<file path="src/rtl/multiply_booth_seq_if.sv">
// Handshake and result bundle for multiply_booth_seq.
// The is_signed wire exists only when MULT_BOOTH_UNSIGNED_EN is defined.
interface multiply_booth_seq_if #(
  parameter int unsigned WIDTH = 32
);
  logic             start;
  logic [WIDTH-1:0] Ra;
  logic [WIDTH-1:0] Rb;
`ifdef MULT_BOOTH_UNSIGNED_EN
  logic             is_signed;
`endif
  logic             busy;
  logic             done;
  logic [WIDTH-1:0] HI;
  logic [WIDTH-1:0] LO;

`ifdef MULT_BOOTH_UNSIGNED_EN
  modport master (output start, Ra, Rb, is_signed, input busy, done, HI, LO);
  modport slave  (input start, Ra, Rb, is_signed, output busy, done, HI, LO);
`else
  modport master (output start, Ra, Rb, input busy, done, HI, LO);
  modport slave  (input start, Ra, Rb, output busy, done, HI, LO);
`endif
endinterface

</file>
<file path="src/rtl/multiply_booth_seq.sv">
// Sequential radix-4 Booth multiplier, one Booth digit retired per clock.
// Product goes to registered HI/LO with a one-cycle done pulse.
// Optional feature macro MULT_BOOTH_UNSIGNED_EN adds the is_signed input and
// an unsigned mode (operands zero-extended by 2 bits, WIDTH/2+1 digits).
module multiply_booth_seq #(
  parameter int unsigned WIDTH = 32
) (
  input logic                 clock,
  input logic                 clear_n,
  multiply_booth_seq_if.slave bus
);

  localparam int unsigned PW = 2 * WIDTH;
`ifdef MULT_BOOTH_UNSIGNED_EN
  // Multiplier register: 2 zero-extension bits, operand, implicit b[-1].
  localparam int unsigned BW    = WIDTH + 3;
  localparam int unsigned N_MAX = WIDTH / 2 + 1;
`else
  localparam int unsigned BW    = WIDTH + 1;
  localparam int unsigned N_MAX = WIDTH / 2;
`endif
  localparam int unsigned CW = (N_MAX > 1) ? $clog2(N_MAX) : 1;
  localparam logic [CW-1:0] LAST_S = CW'(WIDTH / 2 - 1);
`ifdef MULT_BOOTH_UNSIGNED_EN
  localparam logic [CW-1:0] LAST_U = CW'(WIDTH / 2);
`endif

  typedef enum logic [0:0] {IDLE, RUN} state_e;

  state_e          state_q, state_d;
  logic [PW-1:0]   acc_q, acc_d;
  logic [PW-1:0]   m_q, m_d;
  logic [BW-1:0]   b_q, b_d;
  logic [CW-1:0]   cnt_q, cnt_d;
  logic [WIDTH-1:0] hi_q, hi_d;
  logic [WIDTH-1:0] lo_q, lo_d;
  logic            done_q, done_d;
`ifdef MULT_BOOTH_UNSIGNED_EN
  logic            uns_q, uns_d;
`endif

  logic [CW-1:0]   last_cnt;
  logic            last_step;
  logic [PW-1:0]   m_x2;
  logic [PW-1:0]   term;
  logic [PW-1:0]   acc_sum;
  logic            accept;
  logic            m_ext_bit;

  // Final digit index depends on the mode captured at accept time.
  always_comb begin
`ifdef MULT_BOOTH_UNSIGNED_EN
    last_cnt = uns_q ? LAST_U : LAST_S;
`else
    last_cnt = LAST_S;
`endif
    last_step = (state_q == RUN) && (cnt_q == last_cnt);
    accept    = (state_q == IDLE) && bus.start;
  end

  // State register.
  always_ff @(posedge clock or negedge clear_n) begin
    if (!clear_n) state_q <= IDLE;
    else          state_q <= state_d;
  end

  // Next-state logic: accept in IDLE, leave RUN after the last digit.
  always_comb begin
    state_d = state_q;
    unique case (state_q)
      IDLE:    if (bus.start) state_d = RUN;
      RUN:     if (last_step) state_d = IDLE;
      default: state_d = IDLE;
    endcase
  end

  // Outputs come straight from flops; no input reaches an output combinationally.
  always_comb begin
    bus.busy = (state_q == RUN);
    bus.done = done_q;
    bus.HI   = hi_q;
    bus.LO   = lo_q;
  end

  // Booth digit select on the low triple of the shifting multiplier register.
  always_comb begin
    m_x2 = {m_q[PW-2:0], 1'b0};
    unique case (b_q[2:0])
      3'b001, 3'b010: term = m_q;
      3'b011:         term = m_x2;
      3'b100:         term = ~m_x2 + PW'(1);
      3'b101, 3'b110: term = ~m_q + PW'(1);
      default:        term = '0;
    endcase
    acc_sum = acc_q + term;
  end

  // Datapath next values. The multiplicand shifts left and the multiplier
  // right by two each step, so digit i always sees M*4^i and triple i at bit 0.
  always_comb begin
    acc_d  = acc_q;
    m_d    = m_q;
    b_d    = b_q;
    cnt_d  = cnt_q;
    hi_d   = hi_q;
    lo_d   = lo_q;
    done_d = 1'b0;
`ifdef MULT_BOOTH_UNSIGNED_EN
    uns_d     = uns_q;
    m_ext_bit = bus.Ra[WIDTH-1] & bus.is_signed;
`else
    m_ext_bit = bus.Ra[WIDTH-1];
`endif
    if (accept) begin
      acc_d = '0;
      cnt_d = '0;
      m_d   = {{WIDTH{m_ext_bit}}, bus.Ra};
`ifdef MULT_BOOTH_UNSIGNED_EN
      uns_d = ~bus.is_signed;
      b_d   = {2'b00, bus.Rb, 1'b0};
`else
      b_d   = {bus.Rb, 1'b0};
`endif
    end else if (state_q == RUN) begin
      acc_d = acc_sum;
      m_d   = m_q << 2;
      b_d   = b_q >> 2;
      cnt_d = cnt_q + CW'(1);
      if (last_step) begin
        hi_d   = acc_sum[PW-1:WIDTH];
        lo_d   = acc_sum[WIDTH-1:0];
        done_d = 1'b1;
      end
    end
  end

  // Datapath registers; reset clears results so an aborted run leaves HI/LO at 0.
  always_ff @(posedge clock or negedge clear_n) begin
    if (!clear_n) begin
      acc_q  <= '0;
      m_q    <= '0;
      b_q    <= '0;
      cnt_q  <= '0;
      hi_q   <= '0;
      lo_q   <= '0;
      done_q <= 1'b0;
`ifdef MULT_BOOTH_UNSIGNED_EN
      uns_q  <= 1'b0;
`endif
    end else begin
      acc_q  <= acc_d;
      m_q    <= m_d;
      b_q    <= b_d;
      cnt_q  <= cnt_d;
      hi_q   <= hi_d;
      lo_q   <= lo_d;
      done_q <= done_d;
`ifdef MULT_BOOTH_UNSIGNED_EN
      uns_q  <= uns_d;
`endif
    end
  end

endmodule
</file>
<file path="src/flat_wrapper.sv">
// flat-port wrapper written by rule: the top's interface ports become plain ports
module multiply_booth_seq_flat 
#(
  parameter int unsigned WIDTH = 32
)
  (clock, clear_n, bus_start, bus_Ra, bus_Rb, bus_busy, bus_done, bus_HI, bus_LO);
  multiply_booth_seq_if #(.WIDTH(WIDTH)) bus_i ();
  input logic clock;
  input logic clear_n;
  input wire logic [$bits(bus_i.start)-1:0] bus_start;
  input wire logic [$bits(bus_i.Ra)-1:0] bus_Ra;
  input wire logic [$bits(bus_i.Rb)-1:0] bus_Rb;
  output wire logic [$bits(bus_i.busy)-1:0] bus_busy;
  output wire logic [$bits(bus_i.done)-1:0] bus_done;
  output wire logic [$bits(bus_i.HI)-1:0] bus_HI;
  output wire logic [$bits(bus_i.LO)-1:0] bus_LO;
  assign bus_i.start = bus_start;
  assign bus_i.Ra = bus_Ra;
  assign bus_i.Rb = bus_Rb;
  assign bus_busy = bus_i.busy;
  assign bus_done = bus_i.done;
  assign bus_HI = bus_i.HI;
  assign bus_LO = bus_i.LO;
  multiply_booth_seq #(.WIDTH(WIDTH)) u_core (.clock(clock), .clear_n(clear_n), .bus(bus_i));
endmodule
</file>
<file path="config.mk">
export PLATFORM = sky130hd
export DESIGN_NAME = multiply_booth_seq_flat
export DESIGN_NICKNAME = d
export VERILOG_FILES = /design/src/rtl/multiply_booth_seq_if.sv /design/src/rtl/multiply_booth_seq.sv /design/src/flat_wrapper.sv
export SDC_FILE = /design/constraint.sdc
export NUM_CORES = 1
export LEC_CHECK = 0
export ABC_AREA = 1
export CORE_MARGIN = 8
export CORE_UTILIZATION = 45
export CTS_CLUSTER_DIAMETER = 40
export DETAILED_ROUTE_END_ITERATION = 8
export GPL_TIMING_DRIVEN = 0
export SLEW_MARGIN = 30
export SYNTH_ARGS = -nofsm -noshare
export SYNTH_HDL_FRONTEND = slang
export SYNTH_SLANG_ARGS = --single-unit
</file>
<file path="constraint.sdc">
create_clock -name clock -period 8.5 [get_ports clock]
set_input_delay 2.125 -clock clock [delete_from_list [all_inputs] [get_ports clock]]
set_output_delay 2.125 -clock clock [all_outputs]
set_load 0.005 [all_outputs]
</file>
Figure 1. Wire density map.
(2 px per um) The die is cut into 21 by 21 equal tiles; white is low, dark blue is high, scaled to the fullest tile. Values are wire area over tile area, all layers added.
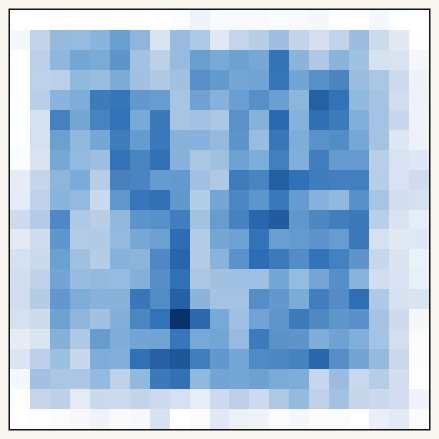
tiles over half the peak: 37%
fullest tile: 0.65
nearly empty tiles: 6.3%
mean over tiles: 0.26
densest ninth of the die: middle
final routed wirelength across all metal layers: 67,900 um
number of vias in the routed layout: 18,000
all-layer global routing usage: 0.305
DR WL/cell: 21.5 um

Figure 2. Track usage over the die.
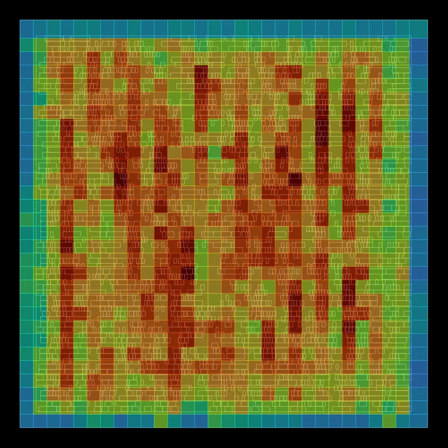
met2 GRT Util: 0.478
global-route layer with the greatest usage: met2
share of the core filled with cells: 0.547
met3 layer usage reported by global route: 0.0497

Figure 3. Selected gate families.
(2 px per um)
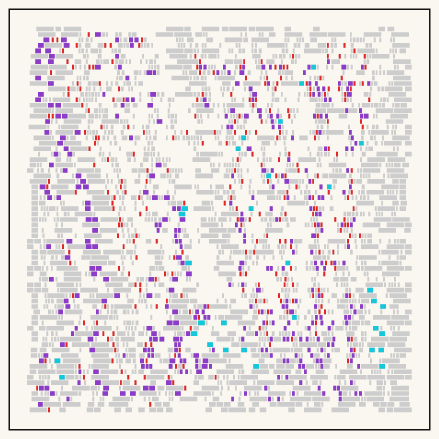
legend:
  AND-OR and OR-AND gates:
    color: cyan
    cells: 31
  inverters:
    color: red
    cells: 284
    where: spread over the die
  inverting AOI/OAI gates:
    color: purple
    cells: 373
    where: spread over the die

Figure 4. Clock distribution.
(2 px per um)
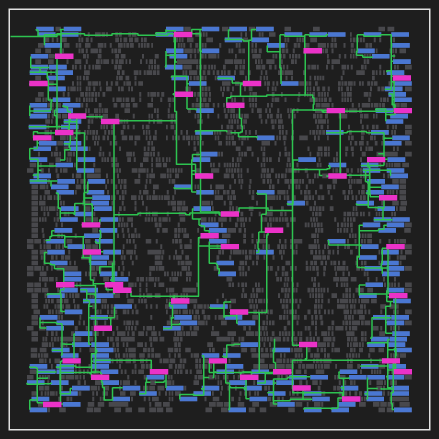
legend:
  flip-flops:
    color: blue
    count: 231
  clock wires:
    color: green
    length: 3,880 um
  clock drivers:
    color: magenta
    count: 44
routed clock nets: 45
clock skew: 0.0294 ns

Figure 5. Port wiring.
(2 px per um)
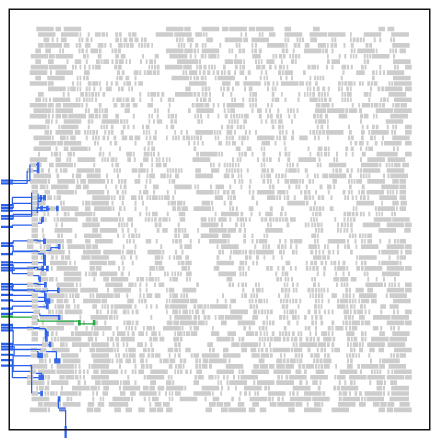
legend:
  bus_start:
    color: green
    bits: 1
    direction: input
    end_cells: 2
    buffers: 1
    wire: 41.8 um
  bus_Rb:
    color: blue
    bits: 32
    direction: input
    end_cells: 32
    buffers: 32
    wire: 602 um
I/O pin total: 133
number of buffers added on ports: 132

==> report_table.html <==
<p>Metrics extracted from the flow reports.</p>
<table>
<tr><th>Metric</th><th>Value</th></tr>
<tr><th colspan="2">Status</th></tr>
<tr><td>Outcome</td><td>finished, final reports clean</td></tr>
<tr><th colspan="2">Cells and area</th></tr>
<tr><td>Final std cell area, no fill</td><td>0.0203 sq mm</td></tr>
<tr><td>Most frequently placed logic cells in the final layout</td><td>sky130_fd_sc_hd__nand2_1 (758), sky130_fd_sc_hd__inv_1 (279), sky130_fd_sc_hd__nor2_1 (267)</td></tr>
<tr><td>Top cell category</td><td>combinational gates</td></tr>
<tr><td>Number of ordinary and repair buffers in the finished layout</td><td>~220</td></tr>
<tr><td>Reg area</td><td>between 0.005 and 0.006 sq mm</td></tr>
<tr><td>Number of antenna repair diodes</td><td>0</td></tr>
<tr><td>Number of clock buffers in the layout</td><td>between 40 and 50</td></tr>
<tr><td>Non-clock inverter instance count of the final layout</td><td>284</td></tr>
<tr><td>Fraction of area in clock buffers and inverters</td><td>0.0750</td></tr>
<tr><td>Registers</td><td>about 230</td></tr>
<tr><td>Area added between synthesis and finish</td><td>20.8%</td></tr>
<tr><td>Registers with the most flip-flops</td><td>u_core.acc_q x64, u_core.m_q x64, u_core.b_q x33</td></tr>
<tr><td>Commonest non-fill, non-tap cell in the layout</td><td>sky130_fd_sc_hd__nand2_1</td></tr>
<tr><td>Multi-input gate share of the layout cell area</td><td>0.476</td></tr>
<tr><td>Flop share of the area</td><td>0.284</td></tr>
<tr><td>Filler Cells Inserted</td><td>between 3,000 and 4,000</td></tr>
<tr><td>Final cell count without fillers</td><td>roughly 3,200</td></tr>
<tr><td>Net total in the final layout</td><td>between 2,000 and 3,000</td></tr>
<tr><td>NonClk Buf Share</td><td>0.0834</td></tr>
<tr><td>Layout multi-input combinational cell count</td><td>between 1,500 and 2,000</td></tr>
<tr><th colspan="2">Routing</th></tr>
<tr><td>Metal1 wirelength</td><td>between 20,000 and 30,000 um</td></tr>
<tr><td>Drt first pass iters</td><td>7</td></tr>
<tr><td>1st-iter DRT viols</td><td>1,661</td></tr>
<tr><td>Post-DR vias/cell</td><td>approximately 5.7</td></tr>
<tr><td>Met2 WL</td><td>between 20,000 and 30,000 um</td></tr>
<tr><td>Highest metal used</td><td>met4</td></tr>
<tr><td>Antenna viol nets, final</td><td>0</td></tr>
<tr><td>Drt drc</td><td>0</td></tr>
<tr><td>Met3 routed WL</td><td>5320 um</td></tr>
<tr><th colspan="2">Logic synthesis</th></tr>
<tr><td>Most frequent cells after synthesis</td><td>sky130_fd_sc_hd__nand2_1 (758), sky130_fd_sc_hd__inv_1 (279), sky130_fd_sc_hd__nor2_1 (268)</td></tr>
<tr><td>Number of cells in the yosys synthesis report</td><td>roughly 2,500</td></tr>
<tr><td>Flop and latch count out of synthesis</td><td>roughly 230</td></tr>
<tr><td>Area share of and-or/or-and cells after synthesis</td><td>0.154</td></tr>
<tr><td>Post-synthesis sequential area ratio</td><td>0.343</td></tr>
<tr><td>Proportion of synthesized flip-flops having asynchronous set or reset</td><td>1.00</td></tr>
<tr><td>Number of synthesized flops with an enable pin</td><td>0</td></tr>
<tr><td>Number of cells produced by synthesis</td><td>between 2,000 and 2,500</td></tr>
<tr><td>Top_reg_cell synth</td><td>sky130_fd_sc_hd__dfrtp_1</td></tr>
<tr><td>Cell type contributing the most total cell area after synthesis</td><td>sky130_fd_sc_hd__dfrtp_1</td></tr>
<tr><td>Netlist cell types</td><td>45</td></tr>
<tr><td>Adder and majority cell fraction of the synthesized area</td><td>0.0495</td></tr>
<tr><td>Fraction of synthesized cell area taken by the top area cell type</td><td>0.343</td></tr>
<tr><td>Post-synthesis average cell area</td><td>between 6 and 7 sq um</td></tr>
<tr><td>Simple-gate share of the synthesized area</td><td>0.331</td></tr>
<tr><td>Synth top cell by count</td><td>sky130_fd_sc_hd__nand2_1</td></tr>
<tr><td>Synth mux share</td><td>0</td></tr>
<tr><td>XOR/XNOR Fraction of Synth Area</td><td>0.0400</td></tr>
<tr><td>Netlist area before placement</td><td>0.0168 sq mm</td></tr>
<tr><td>Ys Warns</td><td>0</td></tr>
<tr><td>Largest logic family</td><td>simple AND/OR/NAND/NOR gates</td></tr>
<tr><td>Leading post-synthesis cells by cell area</td><td>sky130_fd_sc_hd__dfrtp_1 (34%), sky130_fd_sc_hd__nand2_1 (17%), sky130_fd_sc_hd__inv_1 (6.2%)</td></tr>
<tr><th colspan="2">Critical path</th></tr>
<tr><td>Type of element capturing the critical path</td><td>flip-flop</td></tr>
<tr><td>Worst setup startpoint</td><td>u_core.b_q[1]</td></tr>
<tr><td>Max incr delay on CP</td><td>0.72 ns</td></tr>
<tr><td>WP data required</td><td>between 8 and 9 ns</td></tr>
<tr><td>Critical path depth</td><td>17</td></tr>
<tr><td>Origin of the critical flop-to-flop path</td><td>u_core.b_q[1]</td></tr>
<tr><td>Critical Path Sink</td><td>u_core.acc_q[57]</td></tr>
<tr><td>Flop-to-flop setup slack</td><td>roughly 3.4 ns</td></tr>
<tr><td>Category of cells accounting for the largest share of critical-path delay</td><td>simple AND/OR/NAND/NOR gates</td></tr>
<tr><td>Max FO, Critical Path</td><td>10</td></tr>
<tr><td>Total buffers and inverters traversed by the critical path</td><td>3</td></tr>
<tr><td>Type of the worst setup path</td><td>flip-flop to flip-flop</td></tr>
<tr><td>Cell repeated most along the worst path</td><td>sky130_fd_sc_hd__nand2_1</td></tr>
<tr><td>Slowest CP cell</td><td>sky130_fd_sc_hd__o21ai_0</td></tr>
<tr><td>Startpoint type of the worst setup path</td><td>flip-flop</td></tr>
<tr><td>Data arrival time of the critical path</td><td>around 5.5 ns</td></tr>
<tr><th colspan="2">Floorplanning</th></tr>
<tr><td>Die span in x</td><td>about 210 um</td></tr>
<tr><td>Core Box Area</td><td>0.0372 sq mm</td></tr>
<tr><td>Inserted tap cell count</td><td>between 400 and 500</td></tr>
<tr><td>Row cnt</td><td>between 70 and 80</td></tr>
<tr><td>Overall chip area</td><td>0.0439 sq mm</td></tr>
<tr><td>Die extent in y</td><td>between 200 and 250 um</td></tr>
<tr><th colspan="2">Min path</th></tr>
<tr><td>Hold Crit Depth</td><td>2</td></tr>
<tr><td>Tightest Hold Check Type</td><td>flip-flop to flip-flop</td></tr>
<tr><td>Hold_sp</td><td>u_core.bus.LO[21]</td></tr>
<tr><td>Capture endpoint of the worst hold path</td><td>u_core.bus.LO[21]</td></tr>
<tr><th colspan="2">Clock network</th></tr>
<tr><td>Number of clock sinks</td><td>231</td></tr>
<tr><td>Number of clock buffers inserted by TritonCTS</td><td>roughly 44</td></tr>
<tr><td>CTS Buffer Depth</td><td>3</td></tr>
<tr><td>Worst-skew pair later-pin latency</td><td>0.58 ns</td></tr>
<tr><td>Cell at the root of the clock tree</td><td>sky130_fd_sc_hd__clkbuf_16</td></tr>
<tr><td>Number of hold buffers added after CTS</td><td>0</td></tr>
<tr><th colspan="2">GRT</th></tr>
<tr><td>Number of global-route vias before repair</td><td>between 15,000 and 20,000</td></tr>
<tr><td>Maximum number of pins on one net before global-route repair</td><td>approximately 91</td></tr>
<tr><td>Met1 Track Usage GR</td><td>0.408</td></tr>
<tr><td>Wire length of the first global-routing pass</td><td>between 100,000 and 150,000 um</td></tr>
<tr><td>Grt ovf</td><td>0</td></tr>
<tr><th colspan="2">Timing</th></tr>
<tr><td>Post-route minimum period</td><td>just over 5 ns</td></tr>
<tr><td>Post-layout period usage</td><td>0.600</td></tr>
<tr><td>Final setup fails</td><td>0</td></tr>
<tr><td>Number of pins with negative max-slew slack in the final report</td><td>0</td></tr>
<tr><td>Worst slew margin relative to its limit</td><td>0.344</td></tr>
<tr><td>Hold slack</td><td>~0.47 ns</td></tr>
<tr><td>Setup repair after global routing missed its margin</td><td>false</td></tr>
<tr><td>Maximum achievable frequency</td><td>approximately 0.2 GHz</td></tr>
<tr><td>Final Hold Violation Tally</td><td>0</td></tr>
<tr><td>Post-layout worst setup margin</td><td>approximately 3.4 ns</td></tr>
<tr><th colspan="2">Placed design</th></tr>
<tr><td>RePlAce Congestion</td><td>slightly above 1</td></tr>
<tr><td>DPL Wire Length</td><td>roughly 55,000 um</td></tr>
<tr><td>Worst-case setup slack after placement</td><td>between 3 and 4 ns</td></tr>
<tr><th colspan="2">Run</th></tr>
<tr><td>OpenROAD warnings</td><td>26</td></tr>
</table>
